==> config.mk <==
export PLATFORM = sky130hd
export DESIGN_NAME = dm_display_reader
export DESIGN_NICKNAME = d
export VERILOG_FILES = /design/src/rtl/dm_display_reader.sv
export SDC_FILE = /design/constraint.sdc
export NUM_CORES = 1
export LEC_CHECK = 0
export CAP_MARGIN = 20
export CORE_ASPECT_RATIO = 1.1
export CORE_MARGIN = 2
export CORE_UTILIZATION = 32
export DETAILED_ROUTE_END_ITERATION = 6
export GPL_ROUTABILITY_DRIVEN = 0
export PLACE_DENSITY = 0.58
export SYNTH_ARGS = -nofsm -noshare
export SYNTH_HDL_FRONTEND = slang
export SYNTH_SLANG_ARGS = --single-unit
export TNS_END_PERCENT = 20
==> constraint.sdc <==
create_clock -name clk -period 20.1 [get_ports clk]
set_clock_uncertainty 0.15 [all_clocks]
set_input_delay 4.02 -clock clk [delete_from_list [all_inputs] [get_ports clk]]
set_output_delay 4.02 -clock clk [all_outputs]
set_load 0.01 [all_outputs]
==> src/rtl/dm_display_reader.sv <==
// Periodically mirrors a window of data memory into a shadow buffer and serves LCD slot polls.
// Optional build macro DM_READER_TIMEOUT_EN adds a 16-cycle read timeout with sticky timeout_err.
module dm_display_reader #(
  parameter int          NUM_WORDS   = 8,
  parameter logic [31:0] BASE_ADDR   = 32'h0000_0020,
  parameter int          REFRESH_DIV = 1000
) (
  input  logic        clk,
  input  logic        reset,
  input  logic        snap_req,
  output logic        dm_req,
  input  logic        dm_gnt,
  output logic [31:0] dm_addr,
  input  logic        dm_rvalid,
  input  logic [31:0] dm_rdata,
  output logic        scan_busy,
  output logic        timeout_err,
  input  logic [5:0]  display_number,
  output logic        display_valid,
  output logic [39:0] display_name,
  output logic [31:0] display_value,
  output logic [1:0]  dbg_state
);

  localparam int IW = (NUM_WORDS > 1) ? $clog2(NUM_WORDS) : 1;
  localparam int CW = $clog2(REFRESH_DIV);

  typedef enum logic [1:0] {IDLE = 2'd0, REQ = 2'd1, WAIT = 2'd2} state_t;

  state_t          state_q, state_d;
  logic [IW-1:0]   idx_q, idx_d;
  logic            pending_q, pending_d;
  logic [CW-1:0]   ref_cnt_q;
  logic            tick, trigger, to_fire, wr_en;
  logic [31:0]     wr_data;
  logic [31:0]     shadow_q [NUM_WORDS];

  assign tick    = (ref_cnt_q == CW'(REFRESH_DIV - 1));
  assign trigger = tick | snap_req;

  always_ff @(posedge clk or posedge reset) begin
    if (reset) ref_cnt_q <= '0;
    else       ref_cnt_q <= tick ? '0 : ref_cnt_q + CW'(1);
  end

  // Read handshake: dm_req/dm_addr hold in REQ until dm_gnt is seen high on an edge;
  // the data beat is the first dm_rvalid seen in WAIT, rvalid anywhere else is dropped.
  always_comb begin
    state_d   = state_q;
    idx_d     = idx_q;
    pending_d = pending_q;
    wr_en     = 1'b0;
    wr_data   = dm_rvalid ? dm_rdata : 32'hDEAD_BEEF;
    case (state_q)
      IDLE: begin
        if (pending_q || trigger) begin
          state_d   = REQ;
          idx_d     = '0;
          pending_d = 1'b0;
        end
      end
      REQ: begin
        if (trigger) pending_d = 1'b1;
        if (dm_gnt)  state_d   = WAIT;
      end
      WAIT: begin
        if (trigger) pending_d = 1'b1;
        if (dm_rvalid || to_fire) begin
          wr_en = 1'b1;
          if (idx_q == IW'(NUM_WORDS - 1)) begin
            state_d = IDLE;
          end else begin
            idx_d   = idx_q + IW'(1);
            state_d = REQ;
          end
        end
      end
      default: state_d = IDLE;
    endcase
  end

  always_ff @(posedge clk or posedge reset) begin
    if (reset) begin
      state_q   <= IDLE;
      idx_q     <= '0;
      pending_q <= 1'b0;
    end else begin
      state_q   <= state_d;
      idx_q     <= idx_d;
      pending_q <= pending_d;
    end
  end

`ifdef DM_READER_TIMEOUT_EN
  logic [3:0] wait_cnt_q;
  logic       timeout_err_q;

  assign to_fire     = (state_q == WAIT) && !dm_rvalid && (wait_cnt_q == 4'hF);
  assign timeout_err = timeout_err_q;

  always_ff @(posedge clk or posedge reset) begin
    if (reset) begin
      wait_cnt_q    <= 4'd0;
      timeout_err_q <= 1'b0;
    end else begin
      wait_cnt_q <= (state_q == WAIT) ? wait_cnt_q + 4'd1 : 4'd0;
      if (to_fire) timeout_err_q <= 1'b1;
    end
  end
`else
  assign to_fire     = 1'b0;
  assign timeout_err = 1'b0;
`endif

  always_ff @(posedge clk or posedge reset) begin
    if (reset) begin
      for (int k = 0; k < NUM_WORDS; k++) shadow_q[k] <= '0;
    end else if (wr_en) begin
      shadow_q[idx_q] <= wr_data;
    end
  end

  assign dm_req    = (state_q == REQ);
  assign dm_addr   = dm_req ? BASE_ADDR + (32'(idx_q) << 2) : 32'h0;
  assign scan_busy = (state_q != IDLE);
  assign dbg_state = state_q;

  function automatic logic [7:0] hex_char(input logic [3:0] v);
    return (v < 4'd10) ? 8'h30 + {4'h0, v} : 8'h37 + {4'h0, v};
  endfunction

  logic [5:0]  slot;
  logic        hit;
  logic [39:0] name_d;

  always_comb begin
    slot   = display_number - 6'd1;
    hit    = (display_number != 6'd0) && (display_number <= 6'(NUM_WORDS));
    name_d = {8'h44, 8'h4D, 8'h5F, hex_char({2'b00, slot[5:4]}), hex_char(slot[3:0])};
  end

  // Registered poll: a same-edge shadow write is seen on the following poll.
  always_ff @(posedge clk or posedge reset) begin
    if (reset) begin
      display_valid <= 1'b0;
      display_name  <= '0;
      display_value <= '0;
    end else begin
      display_valid <= hit;
      display_name  <= hit ? name_d : '0;
      display_value <= hit ? shadow_q[slot[IW-1:0]] : '0;
    end
  end

endmodule

Figure 1. Track usage over the die (run 1).
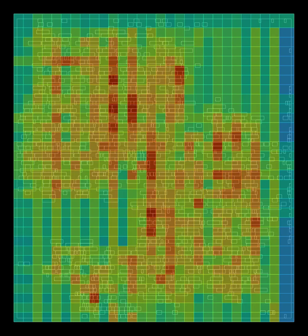
mean routed wirelength per cell: 19.4 um
met3 layer usage reported by global route: 0.0249
busiest layer in global routing: met2

Figure 2. Placed cells, one color a class (run 1).
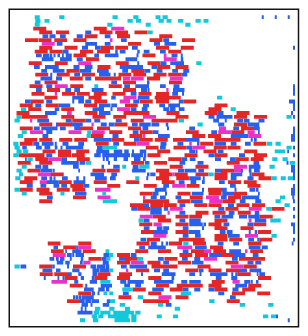
Magenta shows clock drivers and dummy loads, cells 64. Red shows registers, cells 314. Cyan shows remaining buffers and delay cells, cells 124. Blue shows remaining logic cells, cells 583.
number of placement rows: 80
Util after Layout: 0.386
sequential share of cell area: 0.468
finished layout cell area: 0.0168 sq mm
core outline area: 0.0434 sq mm

Figure 3. Clock distribution (run 1).
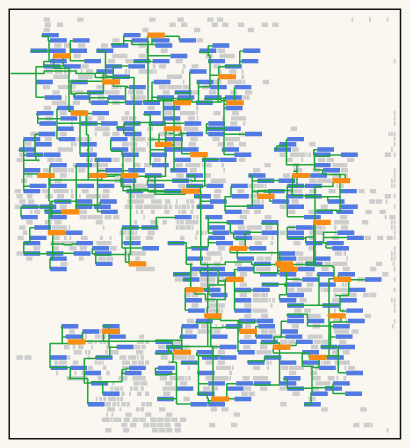
Green shows clock wires, length 4070 um. Blue shows flip-flops, count 314. Orange shows clock-net drivers, count 36.
There are 37 routed clock nets. Position of the flops: spread over the die.
share of power burned in the clock network: 0.385
Latency at later pin: 0.53 ns
clock distribution power: 0.648 mW

Figure 4. Pin map (run 1).
Pins as bars across the die edge, other pins in gray.
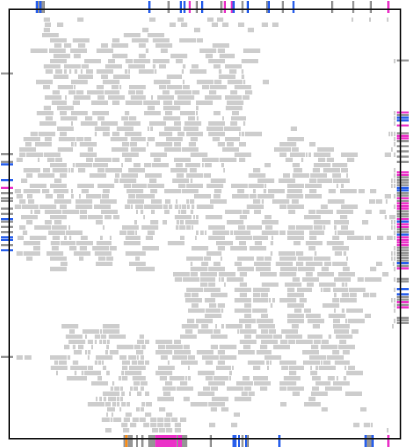
Blue shows display_value, pins 32, direction output, edge 10 north, 9 east, 7 south, 6 west. Orange shows dm_gnt, pins 1, direction input, edge south. Magenta shows display_name, pins 40, direction output, edge 20 east, 15 south, 4 north, 1 west.
All pins by edge: 64 east, 43 south, 26 north, 20 west.
die outline height: 224 um
PortBufs: 106
horizontal die dimension: 204 um

==> run summary, run 1 <==
Flow results follow.

The number of placed instances, taps included, is 1592. Counting the warning lines in the Yosys log gives 0. The overall routing resource usage is 0.145. Ranked by instance count, the synthesized netlist is headed by sky130_fd_sc_hd__dfrtp_1, sky130_fd_sc_hd__mux2_2, sky130_fd_sc_hd__nand2_1. The TritonCTS clock tree is done. Entering global routing, the biggest net connects 117 pins. sky130_fd_sc_hd__dfrtp_1 takes more of the synthesized area than any other cell. The count of flip-flops with a built-in enable after synthesis is 0. The cell-mix breakdown from Yosys lists the adder-cell area share as 0.00889. The critical path data required time is 20.37 ns.

The worst register-to-register path has a depth of 6. In the post-route analysis, the smallest setup slack over all paths is 13.64 ns. The number of top-level pins is 153.

The longest individual stage delay on the worst path is 0.58 ns. The most critical setup path has its endpoint at display_name[6]$_DFF_PP0_. Per the synth stats, the flop cell with the highest instance count is sky130_fd_sc_hd__dfrtp_1.

The endpoint type of the worst setup path is a flip-flop. The final report lists the setup-violating endpoint count as 0. The maximum ir drop on the vdd rail is 56.8 uV. The total number of clock tree sinks is 314. The repair_antennas step left the layout with diodes totalling 0.

The netlist area before placement is 0.0141 sq mm. The synthesized-area fraction occupied by xor and xnor cells is 0.00622. The maximum level of the CTS H-tree is 2. The count of unique library cells instantiated by Yosys is 37. The power density over the cells is 100 mW/mm^2.

Looking at the max-slew report, the worst-margin pin has a slew of 0.953 ns. Setup slack on the worst reg-to-reg path comes out at 17.32 ns. By area the synthesized netlist is led by sky130_fd_sc_hd__dfrtp_1, sky130_fd_sc_hd__mux2_2, sky130_fd_sc_hd__mux4_2. The number of nets in the layout is 1112.

The run finished with clean final reports. The first TritonRoute pass finished after 4 iterations. Note that the worst hold path type here is flip-flop to flip-flop. Per STA, the worst path accumulates the most delay in the family buffers and inverters. For this run, the register share of the synthesized area comes to 0.558. Setup repair after global routing left no endpoint under its margin. The final hold slack is 0.314 ns.

The endpoint of the worst hold path is reported as ref_cnt_q[0]$_DFF_PP0_. The most frequently used library cell after synthesis is sky130_fd_sc_hd__dfrtp_1. After clock tree synthesis, the setup repair step added 0 buffers.

The dominant logic cell type in the layout is sky130_fd_sc_hd__dfrtp_1. The clock tree root driver cell is sky130_fd_sc_hd__clkbuf_16. Per the timing report, the most critical flop-to-flop path originates at dbg_state[0]$_DFFE_PP0P_.

The number of stages on the worst setup path is 9. The number of vias per cell is 4.81. The pre-CTS worst setup slack is 12.68 ns. The area fraction of the dominant cell type after synthesis is 0.558. Per the log, the first TritonRoute iteration ended with a DRC count of 414.

In this run the tightest slew margin relative to its limit is 0.362. The global-route met1 utilization is 0.195. For reference, the critical path cell chain is clkdlybuf4s50_1, inv_1, ha_4, buf_4, buf_16, a21boi_0, a31oi_1, nor2_1, and3_1. The number of max-slew violations in the final report is 0. The number of buffers created by CTS is 36.

The mean post-synth cell area is 14.5 sq um. In the final layout, the share of cells above drive strength 1 is 0.373.
## run 1: final cells by class
class,instances,area (sq um),area share
Timing Repair Buffer,124,1270,0.0758
Clock buffer,53,1040,0.0623
Clock inverter,11,135,0.00805
Multi-Input combinational cell,572,5700,0.340
Sequential cell,314,7860,0.468
Inverter,11,48.8,0.00291
Tap cell,574,718,0.0428
## run 1: flip-flops by register name (all words and copies together), names as in the netlist
register / count
shadow_q: 256
display_value: 32
ref_cnt_q: 10
display_name: 10
pending_q: 1
dbg_state: 2
idx_q: 3
## run 1: power by group
group	total, mW	switching [mW]	internal, mW
clock network	0.648	0.259	0.389
logic	0.262	0.111	0.151
registers	0.773	0.0462	0.726
--- run 2 (diff from run 1) ---
==> constraint.sdc (replaced) <==
create_clock -name clk -period 6 [get_ports clk]
set_clock_uncertainty 0.15 [all_clocks]
set_input_delay 1.2 -clock clk [delete_from_list [all_inputs] [get_ports clk]]
set_output_delay 1.2 -clock clk [all_outputs]
set_load 0.01 [all_outputs]
Figure 5. Pin map (run 2).
Pins as bars across the die edge, other pins in gray.
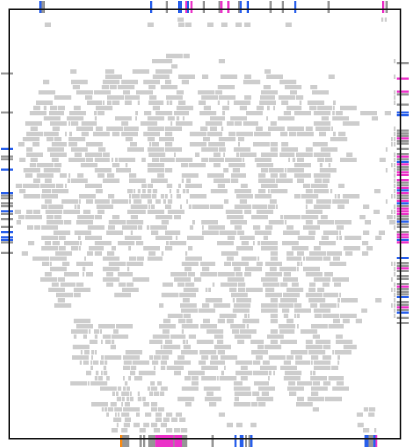
Magenta shows display_name, pins 40, direction output, edge 20 east, 15 south, 5 north. Blue shows display_value, pins 32, direction output, edge 10 east, 8 north, 7 west, 7 south. Orange shows dm_gnt, pins 1, direction input, edge south.

==> run summary, run 2 <==
Flow results follow.

The number of top-level pins is 153 (unchanged). The core region area came to 0.0434 sq mm (unchanged). The TritonCTS clock tree was done (unchanged). The number of nets in the layout is 1115 (was 1112).

The tally of buffers added on design ports is 106 (unchanged). Cell types with the highest counts after synthesis: sky130_fd_sc_hd__dfrtp_1, sky130_fd_sc_hd__mux2_2, sky130_fd_sc_hd__nand2_1 (unchanged). The count of unique library cells instantiated by Yosys was 37 (unchanged).

Biggest regs: shadow_q (256), display_value (32) (unchanged). The number of clock-tree buffers in the layout is 56 (was 53). The endpoint of the most critical setup path is display_value[28]$_DFF_PP0_ (was display_name[6]$_DFF_PP0_). The cell type contributing the most total cell area after synthesis is sky130_fd_sc_hd__dfrtp_1 (unchanged). The startpoint of the worst register-to-register path is dbg_state[0]$_DFFE_PP0P_ (unchanged). Synth area leaders: sky130_fd_sc_hd__dfrtp_1, sky130_fd_sc_hd__mux2_2, sky130_fd_sc_hd__mux4_2 (unchanged). The fraction of the yosys area taken by sequential cells is 0.558 (unchanged). Cell chain of the critical path: clkdlybuf4s50_1, inv_1, ha_4, buf_12, mux4_2, nand2_1, a21oi_1 (was clkdlybuf4s50_1, inv_1, ha_4, buf_4, buf_16, a21boi_0, a31oi_1, nor2_1, and3_1). The type of the tightest min-delay check is flip-flop to flip-flop (unchanged). The number of buffers outside the clock class in the layout was 127 (was 124). The largest net degree at the start of global routing is 144 (was 117). The normalized max-slew margin was 0.303 (was 0.362). The register bank with the most flops is shadow_q (unchanged). The cell type taking the most area is sequential cells (unchanged). The number of buffers created by CTS came to 36 (unchanged).

The total placed cells including tap cells came to 1596 (was 1592). The dominant logic cell type in the layout is sky130_fd_sc_hd__dfrtp_1 (unchanged). The post-route cell area is 0.0167 sq mm (was 0.0168 sq mm). The overall routing resource usage is 0.149 (was 0.145).

The logic share of the area is 0.341 (was 0.340). The number of vias per cell is 4.86 (was 4.81). The non-clock buffering overhead in the final layout is 0.0759 (was 0.0758). The floorplan row count is 80 (unchanged). The violation tally from detailed-route iteration zero is 418 (was 414). The clock distribution area overhead in the final layout is 0.0685 (was 0.0703). The critical path data required time is 6.22 ns (was 20.37 ns). Result of the run: finished clean (unchanged). The number of stages on the worst setup path is 7 (was 9).

The most used flip-flop cell after synthesis is sky130_fd_sc_hd__dfrtp_1 (unchanged). The proportion of layout cells with a drive suffix above 1 is 0.373 (about the same). The multi-input combinational cell count is 572 (unchanged). The flip-flop and latch count is 314 (unchanged). The kind of cell with the highest combined delay on the critical path was buffers and inverters (unchanged). The maximum level of the CTS H-tree is 2 (unchanged). The source-to-sink clock delay at the later pin of the worst-skew pair is 0.52 ns (was 0.53 ns).

The fraction of the core area covered by cells at the end of the flow came to 0.385 (was 0.386). The final hold slack came to 0.309 ns (was 0.314 ns). The met3 global-route usage is 0.0265 (was 0.0249).

The proportion of cell area occupied by registers is 0.469 (was 0.468). The power density over the cells was 333 mW/mm^2 (was 100 mW/mm^2). The average detailed-routed wire length per instance came to 19.9 um (was 19.4 um). Unrepaired setup endpoints after global routing: no (unchanged). The most common cell in the netlist is sky130_fd_sc_hd__dfrtp_1 (unchanged).

The number of flip-flops in the largest register is 256 (unchanged). The endpoint type of the worst setup path is a flip-flop (unchanged).
==> run 2: cells by family (layout without fill, tap and decap cells) <==
kind of cell / Yosys count / count (layout) / share of synthesized area
DFF: 314 / 314 / 0.558
AOI/OAI and AO/OA: 55 / 55 / 0.0212
and+or+nand+nor: 129 / 129 / 0.0421
buffers and inverters: 127 / 202 / 0.0543
adders and majority gates: 10 / 10 / 0.00889
muxes: 322 / 322 / 0.309
xor gates and xnor gates: 10 / 10 / 0.00622
other: 1 / 46 / 0.000266
==> run 2: power breakdown <==
part           leakage, nW  switching, mW  internal (mW)
clock network        0.566          0.847           1.27
registers             4.27          0.156           2.43
logic                 2.80          0.375          0.500
total                 7.64           1.38           4.20
--- run 3 (diff from run 2) ---
--- a/config.mk
+++ b/config.mk
@@ -11,7 +11,7 @@
 export CORE_UTILIZATION = 32
 export DETAILED_ROUTE_END_ITERATION = 6
 export GPL_ROUTABILITY_DRIVEN = 0
-export PLACE_DENSITY = 0.58
+export PLACE_DENSITY = 0.6
 export SYNTH_ARGS = -nofsm -noshare
 export SYNTH_HDL_FRONTEND = slang
 export SYNTH_SLANG_ARGS = --single-unit
==> constraint.sdc (replaced) <==
create_clock -name clk -period 2.85 [get_ports clk]
set_clock_uncertainty 0.15 [all_clocks]
set_input_delay 0.57 -clock clk [delete_from_list [all_inputs] [get_ports clk]]
set_output_delay 0.57 -clock clk [all_outputs]
set_load 0.01 [all_outputs]
Figure 6. Clock distribution (run 3).
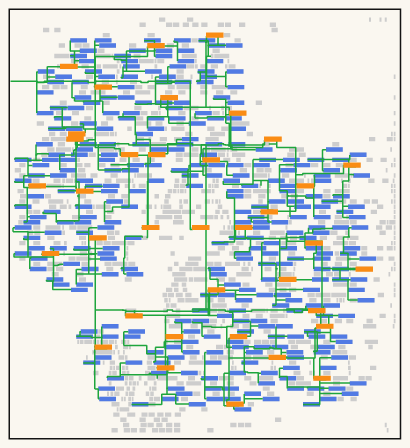
Orange shows clock-net drivers, count 36. Blue shows flip-flops, count 314. Green shows clock wires, length 4150 um.
Position of the flops: spread over the die.
clock distribution power: 4.54 mW
Latency at later pin: 0.54 ns
share of power burned in the clock network: 0.381

==> run summary, run 3 <==
Flow results follow.

The synthesized-area fraction occupied by ao, oa, aoi and oai cells came to 0.0212 (unchanged). The area fraction of the dominant cell type after synthesis is 0.558 (unchanged). The largest net degree at the start of global routing is 126 (was 144). The number of detailed-routing iterations run before antenna repair is 5 (was 4). The fraction of the core area covered by cells at the end of the flow is 0.395 (was 0.385). Synth area leaders: sky130_fd_sc_hd__dfrtp_1, sky130_fd_sc_hd__mux2_2, sky130_fd_sc_hd__mux4_2 (unchanged). The netlist area before placement is 0.0141 sq mm (unchanged). Result of the run: finished clean (unchanged).

The mean post-synth cell area was 14.5 sq um (unchanged). The type of the tightest min-delay check is primary input to async pin (was flip-flop to flip-flop). The final hold slack is 0.310 ns (was 0.309 ns). The global-route met1 utilization came to 0.205 (was 0.210). The violation tally from detailed-route iteration zero came to 341 (was 418). The slack of the worst reg-to-reg path is 0.48 ns (was 3.04 ns). The number of stages on the worst setup path was 4 (was 7). The startpoint of the worst register-to-register path is dbg_state[0]$_DFFE_PP0P_ (unchanged). The endpoint type of the worst setup path is an output pin (was flip-flop). The pre-CTS worst setup slack came to -0.0277 ns (was 1.99 ns). The maximum level of the CTS H-tree was 2 (unchanged). The post-route cell area came to 0.0172 sq mm (was 0.0167 sq mm).

The depth of the worst register-to-register path was 6 (unchanged). Biggest regs: shadow_q (256), display_value (32) (unchanged). The post-synthesis adder-cell area fraction is 0.00889 (unchanged). The count of final setup violators is 0 (unchanged). The synthesized-area fraction occupied by xor and xnor cells is 0.00622 (unchanged). The highest-power group is sequential cells (unchanged). The most used flip-flop cell after synthesis is sky130_fd_sc_hd__dfrtp_1 (unchanged). The total internal power was 8.99 mW (was 4.20 mW). The main logic family after synthesis is multiplexers (unchanged). The TritonCTS clock tree is done (unchanged). The number of top-level pins is 153 (unchanged). The number of buffers created by CTS is 36 (unchanged).

The tally of buffers added on design ports was 106 (unchanged). The longest individual stage delay on the worst path is 0.54 ns (was 0.72 ns). The sequential power was 5.45 mW (was 2.59 mW). The dominant logic cell type in the layout is sky130_fd_sc_hd__dfrtp_1 (unchanged). The endpoint of the most critical setup path is dm_addr[2] (was display_value[28]$_DFF_PP0_).
run 3: cell counts after synthesis:
No cell type changed its count.
run 3: logic make-up after synthesis:
kind of cell / after synthesis
multiplexers: 322
flip-flops: 314
AND/OR/NAND/NOR: 129
buffers and inverters: 127
AND-OR/OR-AND: 55
adder cells (fa/ha/maj): 10
XOR/XNOR: 10
other: 1
run 3: layout make-up:
cell class / count / area (sq um) / share of cell area
Clock buffer: 47 / 1000 / 0.0584
Sequential cell: 314 / 7860 / 0.458
Multi-Input combinational cell: 572 / 5710 / 0.332
Timing Repair Buffer: 158 / 1700 / 0.0989
Inverter: 11 / 45.0 / 0.00262
Tap cell: 574 / 718 / 0.0418
Clock inverter: 10 / 144 / 0.00838

## Gallery

Routed metal, one color a layer.
Two of the layers only.
panel A
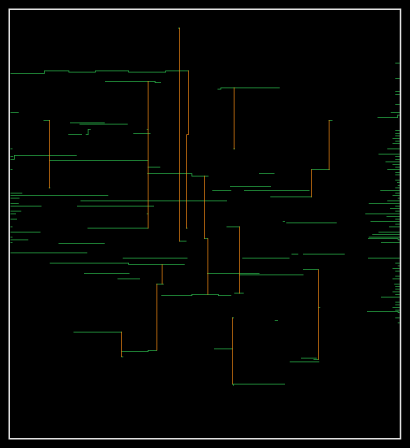
panel B
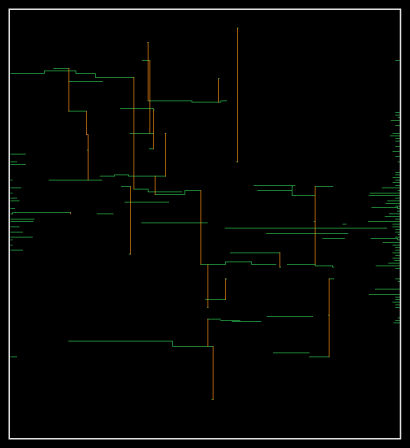
| from | picture |
|---|---|
| run 1 | panel B |
| run 2 | panel A |

Key to panel A:
Green shows M3, wire length 1590 um. Orange shows M4, wire length 615 um.

Power and IR drop assume default switching activity.
